==> config.mk <==
export PLATFORM = sky130hd
export DESIGN_NAME = approx_adder_error_monitor_flat
export DESIGN_NICKNAME = d
export VERILOG_FILES = /design/src/rtl/approx_adder_error_monitor_if.sv /design/src/rtl/approx_adder_error_monitor.sv /design/src/flat_wrapper.sv
export SDC_FILE = /design/constraint.sdc
export NUM_CORES = 1
export LEC_CHECK = 0
export ABC_CLOCK_PERIOD_IN_PS = 3320
export CORE_MARGIN = 3
export CORE_UTILIZATION = 45
export CTS_BUF_LIST = sky130_fd_sc_hd__clkbuf_4 sky130_fd_sc_hd__clkbuf_8
export CTS_CLUSTER_SIZE = 16
export DETAILED_ROUTE_END_ITERATION = 7
export PLACE_DENSITY = 0.77
export SLEW_MARGIN = 30
export SYNTH_ARGS = -nofsm -noshare
export SYNTH_HDL_FRONTEND = slang
export SYNTH_SLANG_ARGS = --single-unit
==> constraint.sdc <==
create_clock -name clk -period 3.32 [get_ports clk]
set_input_delay 0.664 -clock clk [delete_from_list [all_inputs] [get_ports clk]]
set_output_delay 0.664 -clock clk [all_outputs]
set_load 0.03 [all_outputs]
==> src/rtl/approx_adder_error_monitor_if.sv <==
// Bus between the error monitor and the approximate adder under test.
// The monitor side is the master; the adder/harness side is the slave.
interface approx_adder_error_monitor_if #(
    parameter int IN_W  = 4,
    parameter int OUT_W = 3
);
    logic                  start;
    logic [IN_W-1:0]       dut_in;
    logic [OUT_W-1:0]      dut_out;
    logic                  busy;
    logic                  done;
    logic [OUT_W-1:0]      max_err;
    logic [IN_W+OUT_W-1:0] err_sum;
    logic [IN_W:0]         viol_cnt;
    logic                  pass;

    modport master (
        input  start, dut_out,
        output dut_in, busy, done, max_err, err_sum, viol_cnt, pass
    );

    modport slave (
        output start, dut_out,
        input  dut_in, busy, done, max_err, err_sum, viol_cnt, pass
    );
endinterface

==> src/rtl/approx_adder_error_monitor.sv <==
// Sweeps every input vector through an approximate adder and accumulates
// max/sum of absolute error and threshold violations against exact a+b.
module approx_adder_error_monitor #(
    parameter int IN_W  = 4,
    parameter int OUT_W = 3,
    parameter int ET    = 7
) (
    input logic clk,
    input logic rst_n,
    approx_adder_error_monitor_if.master bus
);
    localparam int HW = IN_W / 2;
    localparam int SW = IN_W + OUT_W;
    localparam int CW = IN_W + 1;
    localparam logic [31:0] ET_W = 32'(ET);

    typedef enum logic [1:0] {IDLE, SWEEP, DRAIN, DONE} state_e;

    state_e            state_q, state_d;
    logic [IN_W-1:0]   dut_in_q, dut_in_d;
    logic              drain_q, drain_d;
    logic              cap_valid_q, cap_valid_d;
    logic [HW-1:0]     cap_a_q, cap_a_d;
    logic [HW-1:0]     cap_b_q, cap_b_d;
    logic [OUT_W-1:0]  cap_y_q, cap_y_d;
    logic [OUT_W-1:0]  max_q, max_d;
    logic [SW-1:0]     sum_q, sum_d;
    logic [CW-1:0]     viol_q, viol_d;
    logic              pass_q, pass_d;

    logic [OUT_W:0]    exact;
    logic [OUT_W:0]    diff;
    logic [OUT_W:0]    mag;
    logic [OUT_W-1:0]  err;
    logic              viol;

    // Error is formed one bit wider than the output so the sign survives.
    always_comb begin
        exact = (OUT_W+1)'(cap_a_q) + (OUT_W+1)'(cap_b_q);
        diff  = {1'b0, cap_y_q} - exact;
        mag   = diff[OUT_W] ? -diff : diff;
        err   = mag[OUT_W-1:0];
        viol  = 32'(err) > ET_W;
    end

    always_comb begin
        state_d     = state_q;
        dut_in_d    = dut_in_q;
        drain_d     = drain_q;
        cap_valid_d = (state_q == SWEEP);
        cap_a_d     = dut_in_q[HW-1:0];
        cap_b_d     = dut_in_q[IN_W-1:HW];
        cap_y_d     = bus.dut_out;
        max_d       = max_q;
        sum_d       = sum_q;
        viol_d      = viol_q;
        pass_d      = pass_q;

        if (cap_valid_q) begin
            max_d  = (err > max_q) ? err : max_q;
            sum_d  = sum_q + SW'(err);
            viol_d = viol_q + CW'(viol);
            pass_d = 32'(max_d) <= ET_W;
        end

        unique case (state_q)
            IDLE: begin
                if (bus.start) begin
                    state_d  = SWEEP;
                    dut_in_d = '0;
                    max_d    = '0;
                    sum_d    = '0;
                    viol_d   = '0;
                    pass_d   = 1'b1;
                end
            end
            SWEEP: begin
                if (dut_in_q == '1) begin
                    state_d = DRAIN;
                    drain_d = 1'b0;
                end else begin
                    dut_in_d = dut_in_q + IN_W'(1);
                end
            end
            DRAIN: begin
                drain_d = 1'b1;
                if (drain_q) state_d = DONE;
            end
            DONE: state_d = IDLE;
            default: state_d = IDLE;
        endcase
    end

    always_ff @(posedge clk) begin
        if (!rst_n) begin
            state_q     <= IDLE;
            dut_in_q    <= '0;
            drain_q     <= 1'b0;
            cap_valid_q <= 1'b0;
            cap_a_q     <= '0;
            cap_b_q     <= '0;
            cap_y_q     <= '0;
            max_q       <= '0;
            sum_q       <= '0;
            viol_q      <= '0;
            pass_q      <= 1'b1;
        end else begin
            state_q     <= state_d;
            dut_in_q    <= dut_in_d;
            drain_q     <= drain_d;
            cap_valid_q <= cap_valid_d;
            cap_a_q     <= cap_a_d;
            cap_b_q     <= cap_b_d;
            cap_y_q     <= cap_y_d;
            max_q       <= max_d;
            sum_q       <= sum_d;
            viol_q      <= viol_d;
            pass_q      <= pass_d;
        end
    end

    assign bus.dut_in   = dut_in_q;
    assign bus.busy     = (state_q == SWEEP) || (state_q == DRAIN);
    assign bus.done     = (state_q == DONE);
    assign bus.max_err  = max_q;
    assign bus.err_sum  = sum_q;
    assign bus.viol_cnt = viol_q;
    assign bus.pass     = pass_q;
endmodule

==> src/flat_wrapper.sv <==
// flat-port wrapper written by rule: the top's interface ports become plain ports
module approx_adder_error_monitor_flat 
#(
    parameter int IN_W  = 4,
    parameter int OUT_W = 3,
    parameter int ET    = 7
)
  (clk, rst_n, bus_start, bus_dut_out, bus_dut_in, bus_busy, bus_done, bus_max_err, bus_err_sum, bus_viol_cnt, bus_pass);
  approx_adder_error_monitor_if #(.IN_W(IN_W), .OUT_W(OUT_W)) bus_i ();
  input logic clk;
  input logic rst_n;
  input wire logic [$bits(bus_i.start)-1:0] bus_start;
  input wire logic [$bits(bus_i.dut_out)-1:0] bus_dut_out;
  output wire logic [$bits(bus_i.dut_in)-1:0] bus_dut_in;
  output wire logic [$bits(bus_i.busy)-1:0] bus_busy;
  output wire logic [$bits(bus_i.done)-1:0] bus_done;
  output wire logic [$bits(bus_i.max_err)-1:0] bus_max_err;
  output wire logic [$bits(bus_i.err_sum)-1:0] bus_err_sum;
  output wire logic [$bits(bus_i.viol_cnt)-1:0] bus_viol_cnt;
  output wire logic [$bits(bus_i.pass)-1:0] bus_pass;
  assign bus_i.start = bus_start;
  assign bus_i.dut_out = bus_dut_out;
  assign bus_dut_in = bus_i.dut_in;
  assign bus_busy = bus_i.busy;
  assign bus_done = bus_i.done;
  assign bus_max_err = bus_i.max_err;
  assign bus_err_sum = bus_i.err_sum;
  assign bus_viol_cnt = bus_i.viol_cnt;
  assign bus_pass = bus_i.pass;
  approx_adder_error_monitor #(.IN_W(IN_W), .OUT_W(OUT_W), .ET(ET)) u_core (.clk(clk), .rst_n(rst_n), .bus(bus_i));
endmodule
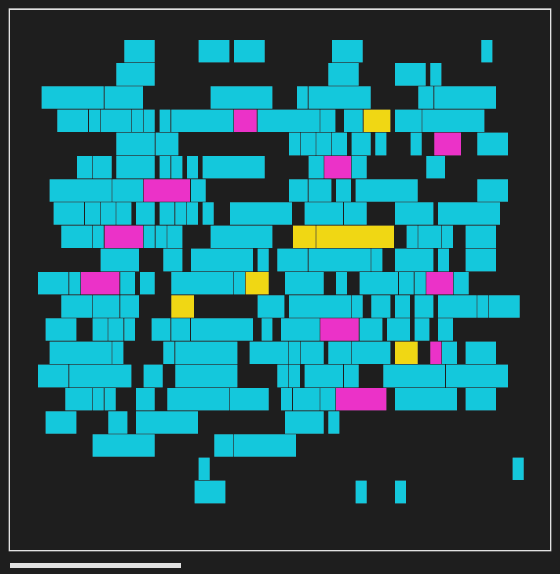
Figure 1: run 1, cell sizes after repair.
The bar under the picture is 20 um long.
| size | colour | cells | share |
|---|---|---|---|
| drive 1 or less | cyan | 172 | 91% |
| drive 3 to 4 | yellow | 6 | 3.2% |
| drive 2 | magenta | 10 | 5.3% |

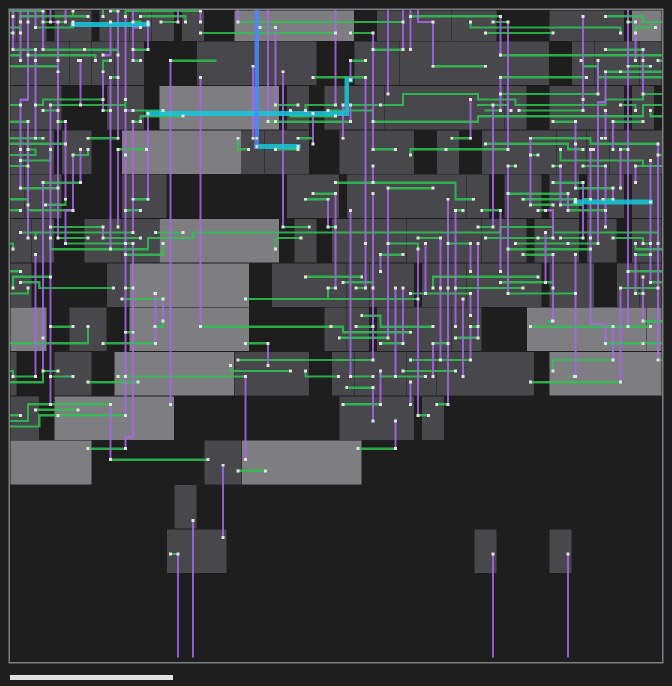
Figure 2: run 1, layout detail.
The bar under the picture is 10 um long. Region (12, 0) to (52, 40) um. Cells in grey, sequential cells in the stronger grey; small squares are vias.
| layer | colour |
|---|---|
| met3 | cyan |
| met2 | purple |
| met1 | green |
| met4 | blue |
cells with their middle in the window: 97
sequential cells in the window: 12
netlist names of flops here include: `u_core.cap_y_q` (3), `u_core.bus.max_err` (2), `u_core.cap_a_q` (2)
most frequent: inv_1 (15), ha_1 (12), dfxtp_1 (12)

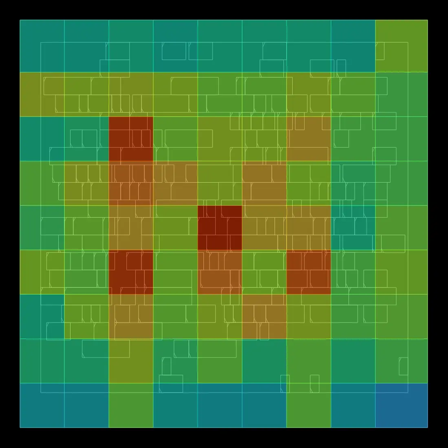
Figure 3: run 1, routing congestion.
global route hottest layer: met2
met2 Usage GRT: 24.9%
GR Layer Usage met3: 3.21%
DR WL/cell: 10.8 um
Tot GR Track Use: 13.5%

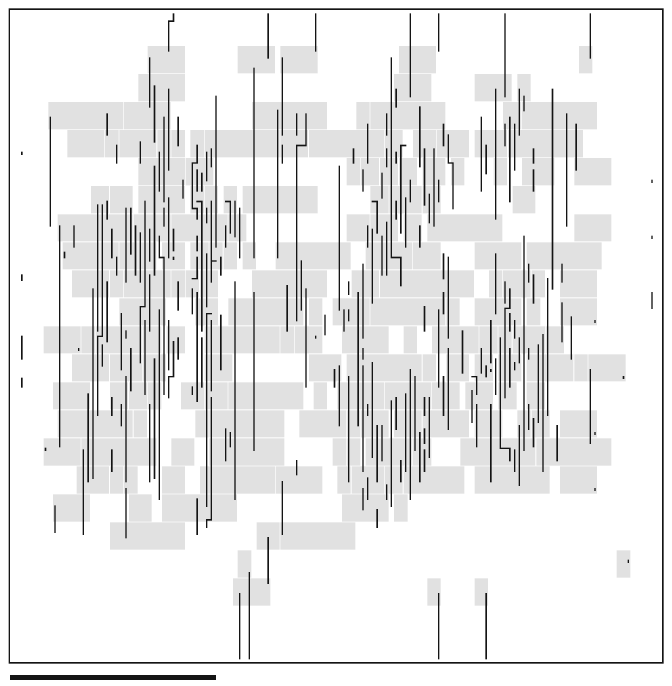
Figure 4: run 1, metal 2.
The bar under the picture is 20 um long.
wire length on this layer: 1,230 um
share of all routed wire: 49%
longest straight run: 21.4 um

==> out/metrics.yaml, run 1 <==
cells_and_area:
  inverters: 21
  antenna_cells: 0
  logic_gate_count: 115
  largestClassByArea: "logic gates"
  layout.cells.most_common: "dfxtp_1"
worst_setup_path:
  crit_start: "u_core.cap_y_q[0]"
  path_class: "flip-flop to flip-flop"
  cp-end-kind: "flip-flop"
  critPathMaxFanout: 3
logic_synthesis:
  netlist_area_mm2: 0.00148
  edf_count: 0
  synth_warnings: 0
  muxShareOfSynthArea_pct: 2.03
  top_cell: "dfxtp_1"
  yosys-stat-cells: 166
  yosys.area.top_type: "dfxtp_1"
  yosys.area.top_type_share_pct: 35.2
  synthArstFlopShare_pct: 0
cts:
  ctsHtreeMaxLevel: 1
  cts.sinks: 26
  clock_latency_ns: 0.31
drt:
  top_layer: "met4"
  first_pass_iters: 4
  route.detailed.drc: 0
  wl_mm: 2.50
  avgViaCountPerCell: 4.86
  wl_met1_mm: 1.16
run_status:
  status: "completed"
power:
  switching_share_pct: 39.7
  comb_power_uw: 432
  ir_worst_vdd_v: 0.000447
  p_int_uw: 569
placed_design:
  post-place-ws_ns: 0.106
  port_buffers: 22
die:
  die_x_um: 63.3
  num_tap_cells: 44
global_routing:
  grt_start_max_net_pins: 14
  gr-total-overflow: 0
  grt.met1_usage_pct: 15.6
final_timing:
  finalSetupViolCount: 0
  min_period_ns: 3.14
min_path:
  hp-start: "u_core.bus.pass"
-- run 1: per-stage QoR --
step | setup TNS, ns | hold slack [ns] | std cells | instance area [um^2] | power [uW]
floorplan | 0 | 0.437 | 170 | 1490 | 703
detailed placement | 0 | 0.444 | 228 | 1720 | 801
finish | 0 | 0.475 | 232 | 1780 | 942
global placement | 0 | 0.439 | 228 | 1720 | 791
CTS | 0 | 0.478 | 231 | 1740 | 934
global route | -0.00959 | 0.499 | 232 | 1780 | 1020
-- run 1: final timing paths --
check                                to  slack (ns)  cells past startpoint
setup / recovery  u_core.bus.err_sum[6]        0.18                     13
hold / removal          u_core.bus.pass        0.48                      1
setup reg to reg  u_core.bus.err_sum[6]        0.18                     13
hold reg to reg         u_core.bus.pass        0.48                      1
==> inputs of run 2 (changes only) <==
--- a/config.mk
+++ b/config.mk
@@ -12,6 +12,7 @@
 export CTS_CLUSTER_SIZE = 16
 export DETAILED_ROUTE_END_ITERATION = 7
 export PLACE_DENSITY = 0.77
+export REMOVE_ABC_BUFFERS = 1
 export SLEW_MARGIN = 30
 export SYNTH_ARGS = -nofsm -noshare
 export SYNTH_HDL_FRONTEND = slang
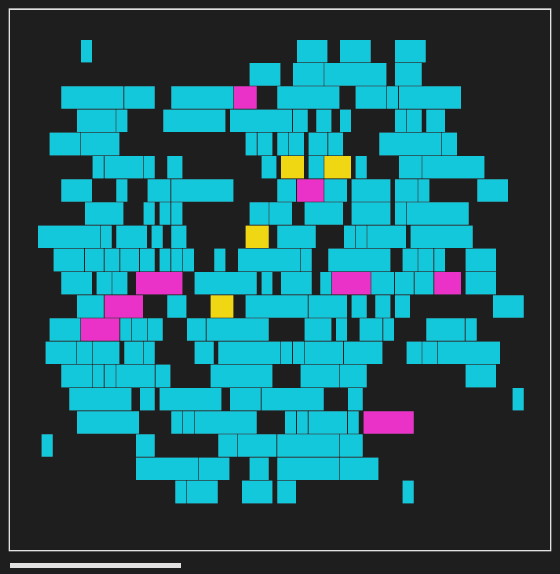
Figure 5: run 2, cell sizes after repair.
The bar under the picture is 20 um long.
| size | colour | cells | share |
|---|---|---|---|
| drive 3 to 4 | yellow | 4 | 2.1% |
| drive 1 or less | cyan | 175 | 94% |
| drive 2 | magenta | 8 | 4.3% |

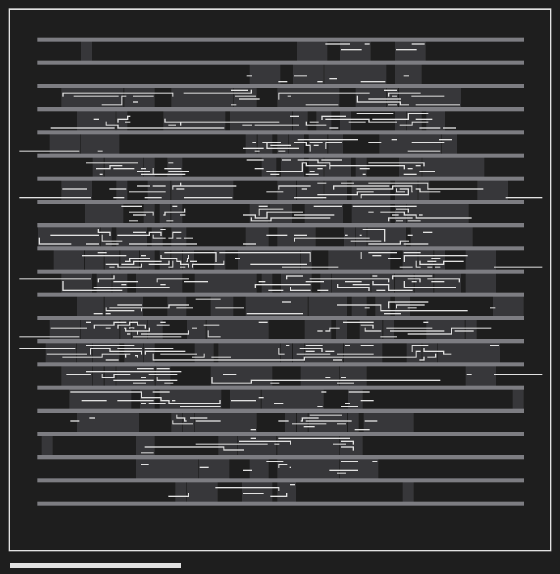
Figure 6: run 2, M1 wires.
The bar under the picture is 20 um long. Supply wires on this layer in grey.
main direction: horizontal
wire length on this layer: 1,210 um
share of all routed wire: 45%

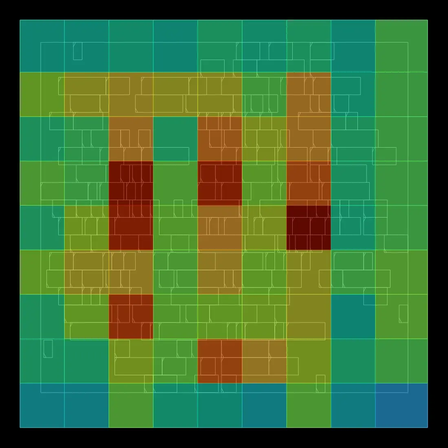
Figure 7: run 2, routing congestion.
met2 Usage GRT: 25.4%
met1 usage: 17.3%
Core Util, Final: 56.5%

==> run 2 against run 1 <==
Total power grew 0.25%. Clock power about the same. Sequential power about the same. First-iteration DRC count rose by 57%. Largest cell class unchanged.
==> out/metrics.yaml, run 2 <==
worst_setup_path:
  r2r_cells: 14  # +1
  rr_endpoint: "u_core.bus.err_sum[6]"
  worstSetupEndpoint: "u_core.bus.err_sum[6]"
  path_class: "flip-flop to flip-flop"
  crit_start: "u_core.cap_b_q[0]"
  cp-end-kind: "flip-flop"
drt:
  wire_per_inst_um: 11.6  # +7.2%
  route.detailed.drc: 0  # unchanged
  wl_mm: 2.67  # +6.7%
  avgViaCountPerCell: 5.16  # +6.3%
  first_pass_iters: 4  # unchanged
  top_layer: "met4"
run_status:
  status: "completed"
final_timing:
  fin_tns_setup_ns: 0  # unchanged
  min_period_ns: 3.21  # +0.0651 ns
  finalSetupViolCount: 0  # unchanged
min_path:
  hold_end: "u_core.bus.pass"
  hold_depth: 1  # unchanged
  hp-start: "u_core.bus.pass"
global_routing:
  grt_start_max_net_pins: 14  # unchanged
  grt.busiest_layer: "met2"
logic_synthesis:
  synth_warnings: 0  # unchanged
  yosys.area.top_type_share_pct: 35.2  # unchanged
  muxShareOfSynthArea_pct: 2.03  # unchanged
  netlist_area_mm2: 0.00148  # unchanged
  edf_count: 0  # unchanged
  yosys-stat-cells: 166  # unchanged
  top_cell: "dfxtp_1"
  synthArstFlopShare_pct: 0  # unchanged
power:
  comb_power_uw: 434  # about the same
  p_int_uw: 564  # -0.75%
  switching_share_pct: 40.3  # +0.60 points
die:
  die_x_um: 63.3  # unchanged
cells_and_area:
  layout.cells.most_common: "dfxtp_1"
  logic_gate_count: 115  # unchanged
  largestClassByArea: "logic gates"
placed_design:
  place_area_mm2: 0.00172  # unchanged
  port_buffers: 22  # unchanged
-- run 2: kinds of logic after synthesis --
kind of cell	Yosys count
compound gates	34
xor+xnor	6
fa+ha+maj	21
buf+inv	29
flops	26
mux	3
other cells	1
simple gates	46
-- run 2: per-stage QoR --
step | std cells | utilization [%] | hold slack (ns) | setup slack [ns] | power [uW]
floorplan | 162 | - | 0.437 | 0.360 | 695
global route | 231 | 56.5 | 0.514 | -0.0792 | 1020
finish | 231 | 56.5 | 0.465 | 0.112 | 945
global placement | 228 | 55.3 | 0.434 | 0.212 | 792
CTS | 231 | 56.0 | 0.468 | 0.0729 | 946
detailed placement | 228 | 55.3 | 0.436 | 0.122 | 813
Power and IR drop assume default switching activity.
